## src/rtl/axi_stream_merger.sv

```systemverilog
// Re-joins three count-delimited streams into one registered AXI-Stream.
// Each config drains port0_count, port1_count, port2_count words in order.
module axi_stream_merger #(
  parameter int DATA_W = 10,
  parameter int CNT_W  = 8
) (
  input  logic                 clk,
  input  logic                 rst,
  input  logic                 config_tvalid,
  input  logic [3*CNT_W-1:0]   config_tdata,
  output logic                 config_tready,
  input  logic                 s0_tvalid,
  input  logic [DATA_W-1:0]    s0_tdata,
  output logic                 s0_tready,
  input  logic                 s1_tvalid,
  input  logic [DATA_W-1:0]    s1_tdata,
  output logic                 s1_tready,
  input  logic                 s2_tvalid,
  input  logic [DATA_W-1:0]    s2_tdata,
  output logic                 s2_tready,
  output logic                 m_tvalid,
  output logic [DATA_W-1:0]    m_tdata,
  input  logic                 m_tready,
  output logic                 frame_done
);

  typedef enum logic [1:0] {
    IDLE = 2'd0,
    P0   = 2'd1,
    P1   = 2'd2,
    P2   = 2'd3
  } state_t;

  state_t            state, state_nxt;
  logic [CNT_W-1:0]  cnt0, cnt1, cnt2;
  logic [CNT_W-1:0]  cnt0_nxt, cnt1_nxt, cnt2_nxt;
  logic [CNT_W-1:0]  cfg0, cfg1, cfg2;
  logic              out_ready;
  logic              take;
  logic [DATA_W-1:0] take_data;
  logic              done_nxt;

  assign cfg0 = config_tdata[3*CNT_W-1 -: CNT_W];
  assign cfg1 = config_tdata[2*CNT_W-1 -: CNT_W];
  assign cfg2 = config_tdata[CNT_W-1:0];

  // Output slot is free if empty or being drained this cycle.
  assign out_ready = !m_tvalid || m_tready;

  always_comb begin
    state_nxt     = state;
    cnt0_nxt      = cnt0;
    cnt1_nxt      = cnt1;
    cnt2_nxt      = cnt2;
    config_tready = 1'b0;
    s0_tready     = 1'b0;
    s1_tready     = 1'b0;
    s2_tready     = 1'b0;
    take          = 1'b0;
    take_data     = s0_tdata;
    done_nxt      = 1'b0;
    unique case (state)
      IDLE: begin
        config_tready = 1'b1;
        if (config_tvalid) begin
          cnt0_nxt = cfg0;
          cnt1_nxt = cfg1;
          cnt2_nxt = cfg2;
          if (cfg0 != '0)      state_nxt = P0;
          else if (cfg1 != '0) state_nxt = P1;
          else if (cfg2 != '0) state_nxt = P2;
          else                 state_nxt = IDLE;
        end
      end
      P0: begin
        s0_tready = out_ready;
        if (s0_tvalid && out_ready && cnt0 != '0) begin
          take      = 1'b1;
          take_data = s0_tdata;
          cnt0_nxt  = cnt0 - 1'b1;
          if (cnt0 == CNT_W'(1)) begin
            if (cnt1 != '0)      state_nxt = P1;
            else if (cnt2 != '0) state_nxt = P2;
            else begin
              state_nxt = IDLE;
              done_nxt  = 1'b1;
            end
          end
        end
      end
      P1: begin
        s1_tready = out_ready;
        if (s1_tvalid && out_ready && cnt1 != '0) begin
          take      = 1'b1;
          take_data = s1_tdata;
          cnt1_nxt  = cnt1 - 1'b1;
          if (cnt1 == CNT_W'(1)) begin
            if (cnt2 != '0) state_nxt = P2;
            else begin
              state_nxt = IDLE;
              done_nxt  = 1'b1;
            end
          end
        end
      end
      P2: begin
        s2_tready = out_ready;
        if (s2_tvalid && out_ready && cnt2 != '0) begin
          take      = 1'b1;
          take_data = s2_tdata;
          cnt2_nxt  = cnt2 - 1'b1;
          if (cnt2 == CNT_W'(1)) begin
            state_nxt = IDLE;
            done_nxt  = 1'b1;
          end
        end
      end
    endcase
    // No handshakes may complete while reset is held.
    if (rst) begin
      config_tready = 1'b0;
      s0_tready     = 1'b0;
      s1_tready     = 1'b0;
      s2_tready     = 1'b0;
    end
  end

  always_ff @(posedge clk or posedge rst) begin
    if (rst) begin
      state      <= IDLE;
      cnt0       <= '0;
      cnt1       <= '0;
      cnt2       <= '0;
      m_tvalid   <= 1'b0;
      m_tdata    <= '0;
      frame_done <= 1'b0;
    end else begin
      state      <= state_nxt;
      cnt0       <= cnt0_nxt;
      cnt1       <= cnt1_nxt;
      cnt2       <= cnt2_nxt;
      frame_done <= done_nxt;
      if (take) begin
        m_tvalid <= 1'b1;
        m_tdata  <= take_data;
      end else if (m_tready) begin
        m_tvalid <= 1'b0;
      end
    end
  end

endmodule

```

## config.mk

```make
export PLATFORM = sky130hd
export DESIGN_NAME = axi_stream_merger
export DESIGN_NICKNAME = d
export VERILOG_FILES = /design/src/rtl/axi_stream_merger.sv
export SDC_FILE = /design/constraint.sdc
export NUM_CORES = 1
export LEC_CHECK = 0
export ABC_AREA = 0
export CAP_MARGIN = 10
export CORE_UTILIZATION = 45
export DETAILED_ROUTE_END_ITERATION = 10
export MAX_ROUTING_LAYER = met4
export PLACE_DENSITY = 0.83
export SLEW_MARGIN = 20
export SYNTH_ARGS = -nofsm -noshare
export SYNTH_HDL_FRONTEND = slang
export SYNTH_SLANG_ARGS = --single-unit
```

## constraint.sdc

```tcl
create_clock -name clk -period 5.2 [get_ports clk]
set_input_delay 0.52 -clock clk [delete_from_list [all_inputs] [get_ports clk]]
set_output_delay 0.52 -clock clk [all_outputs]
set_load 0.01 [all_outputs]
```

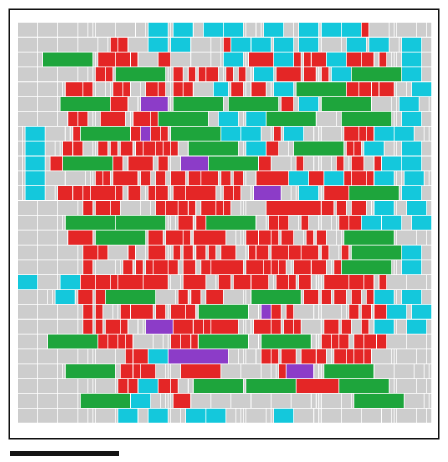
**Above:** run 1 (cells coloured by class).
Scale bar: 20 um. Fill, decap, tap and diode cells in grey.
- red: remaining logic cells (cells 257; share of their area 46%)
- purple: clock drivers and dummy loads (cells 8; share of their area 3.2%)
- cyan: remaining buffers and delay cells (cells 77; share of their area 23%)
- green: sequential cells (cells 38; share of their area 28%)

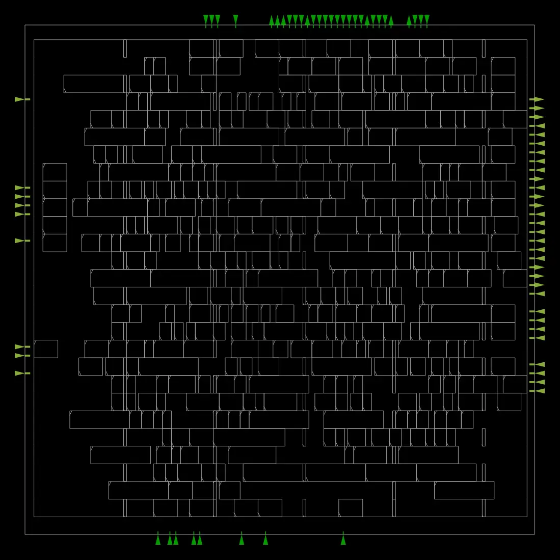
**Above:** run 1 (placed standard cells).
Core Box Area: 0.00557 mm2
Layout Utilization: 62.7%
cell row count: 27

==> results.txt, run 1 <==
Implementation numbers.

- The routed length on met1 reads 3100 um.
- Along the worst hold path, the cell count comes to 2.
- The total of flip-flops plus latches after synthesis reads 38.
- The wire length of the first global-routing pass reads 11800 um.
- Per the synthesis report, the single largest cell type by area occupies 36.2% of cell area.
- RePlAce ended its routability-driven mode at a weighted congestion of 0.910.
- The initial antenna violation count is 0.
- The aggregate negative setup slack is 0 ns.
- The final count of negative-setup-slack endpoints is 0.
- For the sequential group, total power comes out at 0.593 mW.
- The register area reads 951 um2.
- Counting the clock-network buffers in the layout gives 5.
- The synthesis log from Yosys contains 0 warnings.
- For this design, the CTS-stage hold fixing added 0 buffers.
- The vertical die dimension is 78.4 um.
- m_tdata holds more flip-flops than any other register.
- The share of power burned in combinational logic is 50.3%.
- Among all stages on the critical path, the maximum delay recorded is 0.60 ns.
- The number of flip-flops under the largest register name is 10.
- The synthesis report lists the most area-consuming cells as sky130_fd_sc_hd__dfrtp_1 36%, sky130_fd_sc_hd__nor2_1 7.0%, sky130_fd_sc_hd__a21oi_1 3.8%.
- In the detailed route, the total length drawn on met3 is 533 um.
- Per the layout area report, the sequential fraction of cell area is 27.2%.
- The maximum level of the CTS H-tree is 2.
- The type of destination of the critical path reads an output port.
- The met2 layer wire length in the routed design reads 3520 um.
- The number of enable-type register cells in the synthesized netlist is 0.
- In this run the tools logged warnings totalling 31.
- The endpoint of the most critical setup path is s0_tready.
- The pin slew with the least headroom to its limit reads 1.01 ns.
- The post-DP HPWL is 5430 um.
- The period utilization reads 52.5%.
- The power consumption reads 1.71 mW.
- The number of nets still failing antenna checks after routing is 0.
- Recorded from the global router log, the overflow total was 0.
- The number of violations of the max-capacitance limit reads 0.
- The post-synthesis instance area is 0.00263 mm2.
- The worst-skew pair later-pin latency is 0.30 ns.
- Port buffering added 76 buffers.
- The top-level I/O count reads 77.
- The most common cell after layout, fill and taps aside reads sky130_fd_sc_hd__clkdlybuf4s50_1.
- Dividing total power by cell area gives a power density of 488 mW/mm2.
- The highest signal layer in the routed design is met4.
- The slowest cell on the critical path reads sky130_fd_sc_hd__dfrtp_1.
- The part of the total power dissipated in the clock network reads 14.9%.
- The signal on the critical path passes through nand2b_1 -> nor3_1 -> clkdlybuf4s50_1.
- The category of cells accounting for the largest share of critical-path delay is simple AND/OR/NAND/NOR gates.
- The cell kind with the greatest summed area reads multi-input combinational cells.
- The layout overhead on the synthesized area reads 32.9%.
- In the synthesized netlist, the cells that appear most often are 49 x sky130_fd_sc_hd__nor2_1, 38 x sky130_fd_sc_hd__dfrtp_1, 23 x sky130_fd_sc_hd__nand2_1.
- The setup path with the least slack is of type reg -> out.
- The CTS tree reads done.
- The relative max-transition margin is 33.0%.
- In the global route stage, met1 resource usage came out at 31.6%.
- The number of buffer and inverter stages on the critical path is 1.
- The clock group power is 0.255 mW.
- The fraction of registers with async set/reset is 100%.
- The peak clock frequency supported by timing reads 366 MHz.
- The flow ran to the end, and the final reports show no timing, DRC or antenna violations.
- The layer with the highest usage after global routing is met2.
- The post-synthesis share of cell area spent on and-or and or-and gates reads 28.4%.
- The violation count after the first detailed-routing iteration reads 247.
- met3 track demand over resource after global routing is 6.16%.
- The DRC violation total left in the routed layout is recorded as 0.
- Setup repair after global routing left no endpoint under its margin.
- The clock root buffer reads sky130_fd_sc_hd__clkbuf_8.
- The via count reads 2714.
- The share of post-route cells with drive strength above 1 reads 7.89%.
- For the worst reg-to-reg path, the startpoint reported by OpenROAD is state[0].
- The number of tap instances is 72.
- The count of clock tree sinks reads 38.
- The non-clock buffer area fraction after layout reads 22.0%.
- The total number of nets in the final design reads 448.
- The switching share of power is 43.6%.
- The cell area after layout is 0.00349 mm2.
- Per the layout report, the design carries 489 filler cells.
- Looking at area per cell type in the netlist, the leader is sky130_fd_sc_hd__dfrtp_1.
- The number of cells in the yosys synthesis report reads 312.
- The count of instances resized after the clock tree is built reads 0.
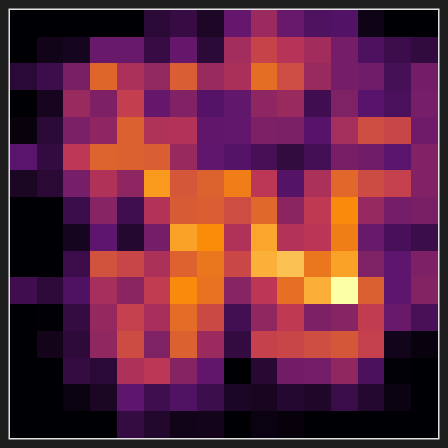
**Above:** run 1 (signal metal coverage by tile).
The die is cut into 16 by 16 equal tiles; black is low, pale yellow is high, scaled to the fullest tile. Values are wire area over tile area, all layers added.
- tiles over half the peak: 22%
- emptiest ninth of the die: south-west
- densest ninth of the die: centre
- fullest tile: 0.62
- mean over tiles: 0.19
- nearly empty tiles: 15%

==> run 2: changes to the inputs <==
==> constraint.sdc (replaced) <==
create_clock -name clk -period 2.6 [get_ports clk]
set_input_delay 0.26 -clock clk [delete_from_list [all_inputs] [get_ports clk]]
set_output_delay 0.26 -clock clk [all_outputs]
set_load 0.01 [all_outputs]
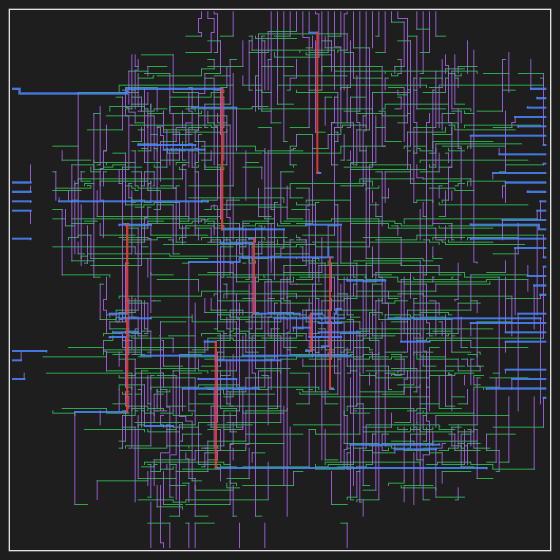
**Above:** run 2 (signal wires by layer).
- purple: M2 (wire length 3610 um)
- red: M4 (wire length 121 um)
- green: M1 (wire length 3260 um)
- blue: M3 (wire length 483 um)

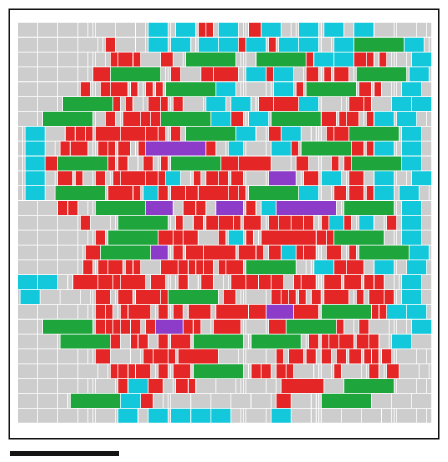
**Above:** run 2 (cells coloured by class).
Scale bar: 20 um. Fill, decap, tap and diode cells in grey.
- cyan: remaining buffers and delay cells (cells 84; share of their area 24%)
- red: remaining logic cells (cells 257; share of their area 45%)
- green: sequential cells (cells 38; share of their area 27%)
- purple: clock drivers and dummy loads (cells 8; share of their area 3.9%)

==> run 2 against run 1 <==
Compared with the run above: cell count grew 1.5%; core utilization grew 1.5 points; die area is the same; worst hold slack got worse by 0.17 ns; sequential power is 96% higher; worst setup slack worse by 2.3 ns; design area grew 2.3%; register-to-register slack got worse by 2.3 ns; synthesized area stayed put; largest cell class unchanged.
==> results.txt, run 2 <==
Implementation numbers.

- The clock group power came to 0.629 mW (was 0.255 mW).
- The met1 track demand over resource was 31.2% (was 31.6%).
- The total number of nets in the final design is 455 (was 448).
- The wire length of the first global-routing pass is 11900 um (was 11800 um).
- The post-synthesis share of cell area spent on and-or and or-and gates is 28.4% (unchanged).
- The layout overhead on the synthesized area reads 36.0% (was 32.9%).
- The post-DP HPWL is 5550 um (was 5430 um).
- Leading cell types by count after synthesis: 49 x sky130_fd_sc_hd__nor2_1, 38 x sky130_fd_sc_hd__dfrtp_1, 23 x sky130_fd_sc_hd__nand2_1 (unchanged).
- Outcome: finished clean (unchanged).
- The violation count after the first detailed-routing iteration reads 218 (was 247).
- The maximum cell stage delay along the critical path came to 0.53 ns (was 0.60 ns).
- The number of nets still failing antenna checks after routing was 0 (unchanged).
- The share of Yosys cell area claimed by the top area cell type reads 36.2% (unchanged).
- The number of buffers inserted for hold repair after clock tree synthesis is 0 (unchanged).
- The count of clock tree sinks reads 38 (unchanged).
- The pin slew with the least headroom to its limit is 0.907 ns (was 1.01 ns).
- The via count reads 2738 (was 2714).
- The top-level I/O count reads 77 (unchanged).
- The number of violations of the max-capacitance limit came to 0 (unchanged).
- The part of the total power dissipated in the clock network reads 17.6% (was 14.9%).
- The met3 usage in global routing is 5.70% (was 6.16%).
- The power consumption is 3.57 mW (was 1.71 mW).
- The layer with the highest usage after global routing is met2 (unchanged).
- The relative max-transition margin reads 39.5% (was 33.0%).
- The cell kind with the greatest summed area is multi-input combinational cells (unchanged).
- The count of port buffers added during placement is 76 (unchanged).
- The total of flip-flops plus latches after synthesis reads 38 (unchanged).
- The number of cells in the yosys synthesis report came to 312 (unchanged).
- The sequential share of cell area reads 26.6% (was 27.2%).
- The number of enable-type register cells in the synthesized netlist is 0 (unchanged).
- Setup repair after global routing missed its margin: false (unchanged).
- The CTS tree is done (unchanged).
- The clock root buffer is sky130_fd_sc_hd__clkbuf_8 (unchanged).
- The count of tool warnings reads 31 (unchanged).
- The number of buffer and inverter stages on the critical path reads 1 (unchanged).
- The share of power burned in combinational logic is 49.7% (was 50.3%).
- The number of tap instances reads 72 (unchanged).
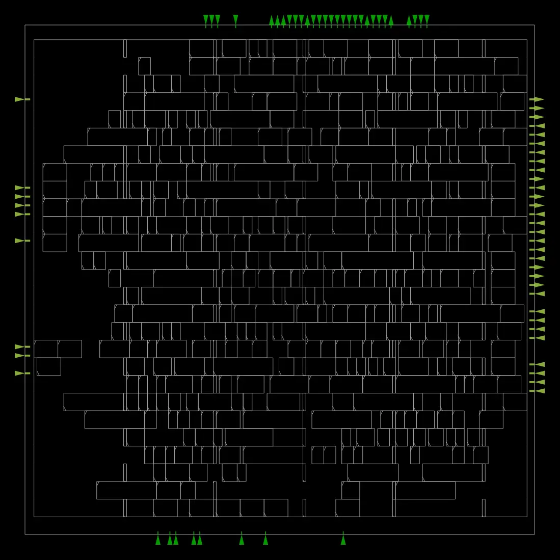
**Above:** run 2 (placed standard cells).
final std cells w/o fill: 459
flop count: 38
Layout Utilization: 64.1%

Power is estimated from default activity; no workload was simulated.
